## config.mk

```make
export PLATFORM = sky130hd
export DESIGN_NAME = reg_status_file
export DESIGN_NICKNAME = d
export VERILOG_FILES = /design/src/rtl/reg_status_file.sv
export SDC_FILE = /design/constraint.sdc
export NUM_CORES = 2
export LEC_CHECK = 0
export CORE_MARGIN = 4
export CORE_UTILIZATION = 37
export CTS_CLUSTER_DIAMETER = 40
export DETAILED_ROUTE_END_ITERATION = 8
export GPL_ROUTABILITY_DRIVEN = 0
export GPL_TIMING_DRIVEN = 0
export PLACE_DENSITY_LB_ADDON = 0.1
export SETUP_SLACK_MARGIN = 0.4
export SKIP_LAST_GASP = 1
export SLEW_MARGIN = 10
export SYNTH_ARGS = -nofsm -noshare
export SYNTH_HDL_FRONTEND = slang
export SYNTH_SLANG_ARGS = --single-unit
```

## constraint.sdc

```tcl
create_clock -name clk -period 9.5 [get_ports clk]
set_input_delay 2.375 -clock clk [delete_from_list [all_inputs] [get_ports clk]]
set_output_delay 2.375 -clock clk [all_outputs]
set_load 0.1 [all_outputs]
```

## src/rtl/reg_status_file.sv

```systemverilog
// rtl/reg_status_file.sv - architectural register file plus register alias table feeding the ROB
// Optional feature macro: REG_STATUS_COMMIT_BYPASS_EN (same-cycle commit bypass on source lookup)
module reg_status_file #(
  parameter int ROB_DEPTH = 8,
  parameter int TW        = $clog2(ROB_DEPTH)
) (
  input  logic          clk,
  input  logic          rst,
  input  logic          flush,
  input  logic          dispatch_valid,
  input  logic [4:0]    dispatch_rd_s,
  input  logic [TW-1:0] dispatch_rob,
  input  logic [4:0]    rs1_s,
  input  logic [4:0]    rs2_s,
  output logic          rs1_busy,
  output logic          rs2_busy,
  output logic [TW-1:0] rs1_rob,
  output logic [TW-1:0] rs2_rob,
  output logic [31:0]   rs1_v,
  output logic [31:0]   rs2_v,
  input  logic          commit_valid,
  input  logic [4:0]    commit_rd_s,
  input  logic [TW-1:0] commit_rob,
  input  logic [31:0]   commit_rd_v,
  output logic [63:0]   order_next
);

  logic [31:0]   r_regs [1:31];
  logic          r_busy [1:31];
  logic [TW-1:0] r_tag  [1:31];
  logic [63:0]   r_dispatch_count;
  logic [63:0]   r_commit_count;

  logic          w_dispatch_en;
  logic          w_commit_en;
  logic [63:0]   w_commit_inc;

  // Writes to x0 are dropped; a dispatch in a flush cycle is discarded entirely.
  assign w_dispatch_en = dispatch_valid && !flush && (dispatch_rd_s != 5'd0);
  assign w_commit_en   = commit_valid && (commit_rd_s != 5'd0);
  assign w_commit_inc  = {63'd0, commit_valid};
  assign order_next    = r_dispatch_count;

  // Source lookup: {busy, rob, value} from pre-edge state, x0 always reads as ready zero.
  function automatic logic [TW+32:0] f_lookup(input logic [4:0] i_s);
    logic          busy;
    logic [TW-1:0] rob;
    logic [31:0]   v;
    busy = 1'b0;
    rob  = '0;
    v    = '0;
    if (i_s != 5'd0) begin
      busy = r_busy[i_s];
      rob  = r_tag[i_s];
      v    = r_regs[i_s];
`ifdef REG_STATUS_COMMIT_BYPASS_EN
      // The producer retires this cycle, so its value is forwarded instead of waiting.
      if (commit_valid && (commit_rd_s == i_s) && (r_tag[i_s] == commit_rob)) begin
        busy = 1'b0;
        v    = commit_rd_v;
      end
`endif
    end
    return {busy, rob, v};
  endfunction

  // Combinational operand resolution for both sources.
  always_comb begin
    {rs1_busy, rs1_rob, rs1_v} = f_lookup(rs1_s);
    {rs2_busy, rs2_rob, rs2_v} = f_lookup(rs2_s);
  end

  // Register values, alias mappings and order counters; dispatch mapping overrides a same-rd commit clear.
  always_ff @(posedge clk or negedge rst) begin
    if (!rst) begin
      for (int i = 1; i < 32; i++) begin
        r_regs[i] <= '0;
        r_busy[i] <= 1'b0;
        r_tag[i]  <= '0;
      end
      r_dispatch_count <= '0;
      r_commit_count   <= '0;
    end else begin
      if (w_commit_en) begin
        r_regs[commit_rd_s] <= commit_rd_v;
        if (r_tag[commit_rd_s] == commit_rob) begin
          r_busy[commit_rd_s] <= 1'b0;
        end
      end
      if (w_dispatch_en) begin
        r_busy[dispatch_rd_s] <= 1'b1;
        r_tag[dispatch_rd_s]  <= dispatch_rob;
      end
      if (flush) begin
        for (int i = 1; i < 32; i++) begin
          r_busy[i] <= 1'b0;
        end
      end
      r_commit_count <= r_commit_count + w_commit_inc;
      if (flush) begin
        r_dispatch_count <= r_commit_count + w_commit_inc;
      end else if (dispatch_valid) begin
        r_dispatch_count <= r_dispatch_count + 64'd1;
      end
    end
  end

endmodule

```

### Floorplan with the power grid

Pins as bars on the die edge. Tap cells in grey.
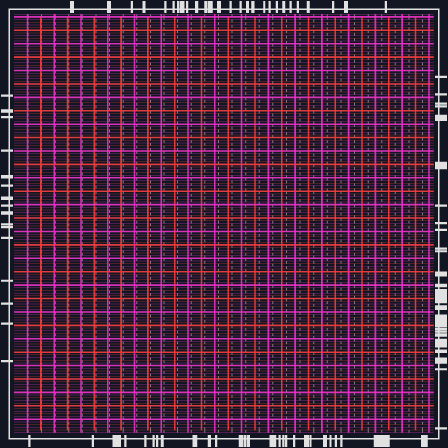
Key: VSS = magenta; VDD = red
31 straps on met5. 2370 tap cells.
worst vdd ir: 0.0001882 V
Vert. Die Dim: 434.0 microns
chip width: 434.0 microns
core area: 180500 sq um

### Routed clock nets over the placement

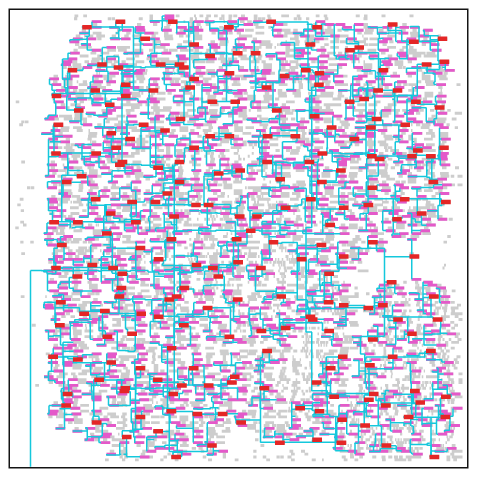
Key: cells driving clock nets = red [count 225]; flip-flops = magenta [count 1244]; clock wires = cyan [length 20.3 mm]
Position of the flops: all over the die. There are 226 routed clock nets.

### Cell classes on the final placement

Scale bar: 100 microns.
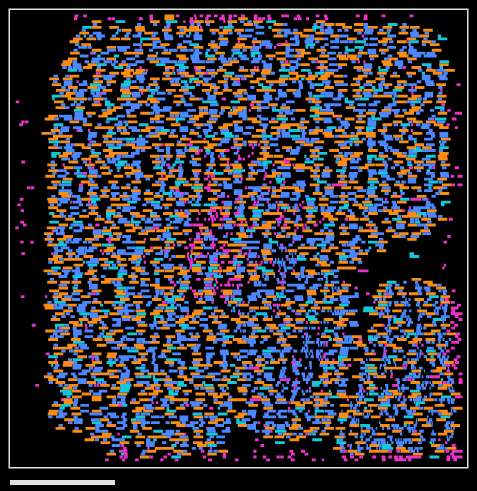
Key: other buffers and delay cells = magenta [cells 634]; clock drivers and dummy loads = cyan [cells 424]; all other logic = blue [cells 2771]; flip-flops = orange [cells 1244]

==> results.py <==
# Synthesis and PnR figures
metrics = {
    "grt": {
        "grt_use_met2_pct": 41.65,
        "grt_pass1_vias": 46630,
        "grt_pass1_wl_microns": 354200,
        "grtUsageMet1_pct": 36.18,
        "grt-ovfl-total": 0,
        "use_met3_pct": 5.655,
    },
    "yosys": {
        "ys_cells": 4450,
        "synthCells": 4450,
        "ys.flops": 1244,
        "synth_area_leader_cell": "dfrtp_1",
        "top_cells_by_count": "mux2_2 (1262), dfrtp_1 (1244), mux4_2 (648)",
        "enable_flop_cells": 0,
        "ys_area_sq_um": 67150,
    },
    "clock_network": {
        "cts_sinks": 1244,
        "clkTransAtPathRegs_ns": 0.05,
        "worstSkewPairLatency_ns": 0.88,
    },
    "floorplan": {
        "rows": 156,
        "chip_area_sq_um": 188400,
    },
    "routing": {
        "routedWlPerCell_microns": 33.46,
        "viasPerCell": 5.989,
        "ant_nets": 0,
    },
    "power_and_ir_drop": {
        "leakagePower_uw": 0.03436,
        "comb-power_uw": 4020,
        "powerClk_uw": 8480,
        "top_power_group": "the clock network",
        "combPwrFrac_pct": 20.7,
    },
    "setup_path": {
        "r2r_end": "order_next[60]",
        "worstPathRequired_ns": 7.13,
        "cp_slowest_stage_delay_ns": 0.97,
        "r2r_cells": 9,
    },
    "placement": {
        "post_dp_cell_area_sq_um": 72410,
    },
    "run_status": {
        "status": "finished clean",
    },
    "final_timing": {
        "post-route-period-util_pct": 95.68,
        "slew_violations": 0,
        "whs_ns": 0.4543,
    },
}
## per-stage QoR
stage                     setup WS (ns)  util, %  total power (uW)  instances  setup TNS [ns]
after floorplan                   2.146        -              9763       4450               0
final                            0.4101    44.66             19410       7450               0
after global placement           -54.47    39.86             11010       7005               -
after CTS                        0.1554    44.63             19550       7442               0
after detailed placement        -0.9000    40.11             11050       7018          -51.03
after global routing             0.4018    44.65             20100       7446               0
## per-layer routing
| layer | part of all wire [%] | up-vias |
|---|---|---|
| met3 | 6.1 | 467 |
| met1 | 43 | 24390 |
| li1 | - | 18230 |
| met5 | 0 | - |
| met2 | 47 | 1539 |
| met4 | 4.3 | 0 |
## cell families after synthesis
family,count (synthesis),share of synthesized area (%)
AND-OR/OR-AND,198,2.035
XOR/XNOR,119,1.563
adder cells (fa/ha/maj),3,0.05590
buffers and inverters,456,2.635
flip-flops,1244,46.36
multiplexers,1956,43.58
AND/OR/NAND/NOR,474,3.775
## layout make-up
class	count	area, sq um	share of cell area, %
Multi-Input combinational cell	2750	34270	42.51
Sequential cell	1244	31130	38.61
Clock buffer	283	6190	7.677
Tap cell	2370	2965	3.678
Timing Repair Buffer	199	2123	2.634
Buffer	435	2004	2.486
Clock inverter	141	1843	2.286
Inverter	21	78.83	0.09777
Antenna cell	7	17.52	0.02173
## worst max path at each step
stage / from / endpoint / slack [ns] / cells after the start
finish: rs2_s[1] / rs2_v[8] / 0.41 / 8
global route: rs2_s[1] / rs2_v[11] / 0.40 / 8
CTS: rs1_s[1] / rs1_v[7] / 0.16 / 8
detailed placement: rs1_s[1] / rs1_v[2] / -0.90 / 8
global placement: rst / r_regs[145] / -54.47 / 1
floorplan: rs2_s[0] / rs2_rob[0] / 2.15 / 6
No activity file was given, so power comes from the tool's default toggle rates.
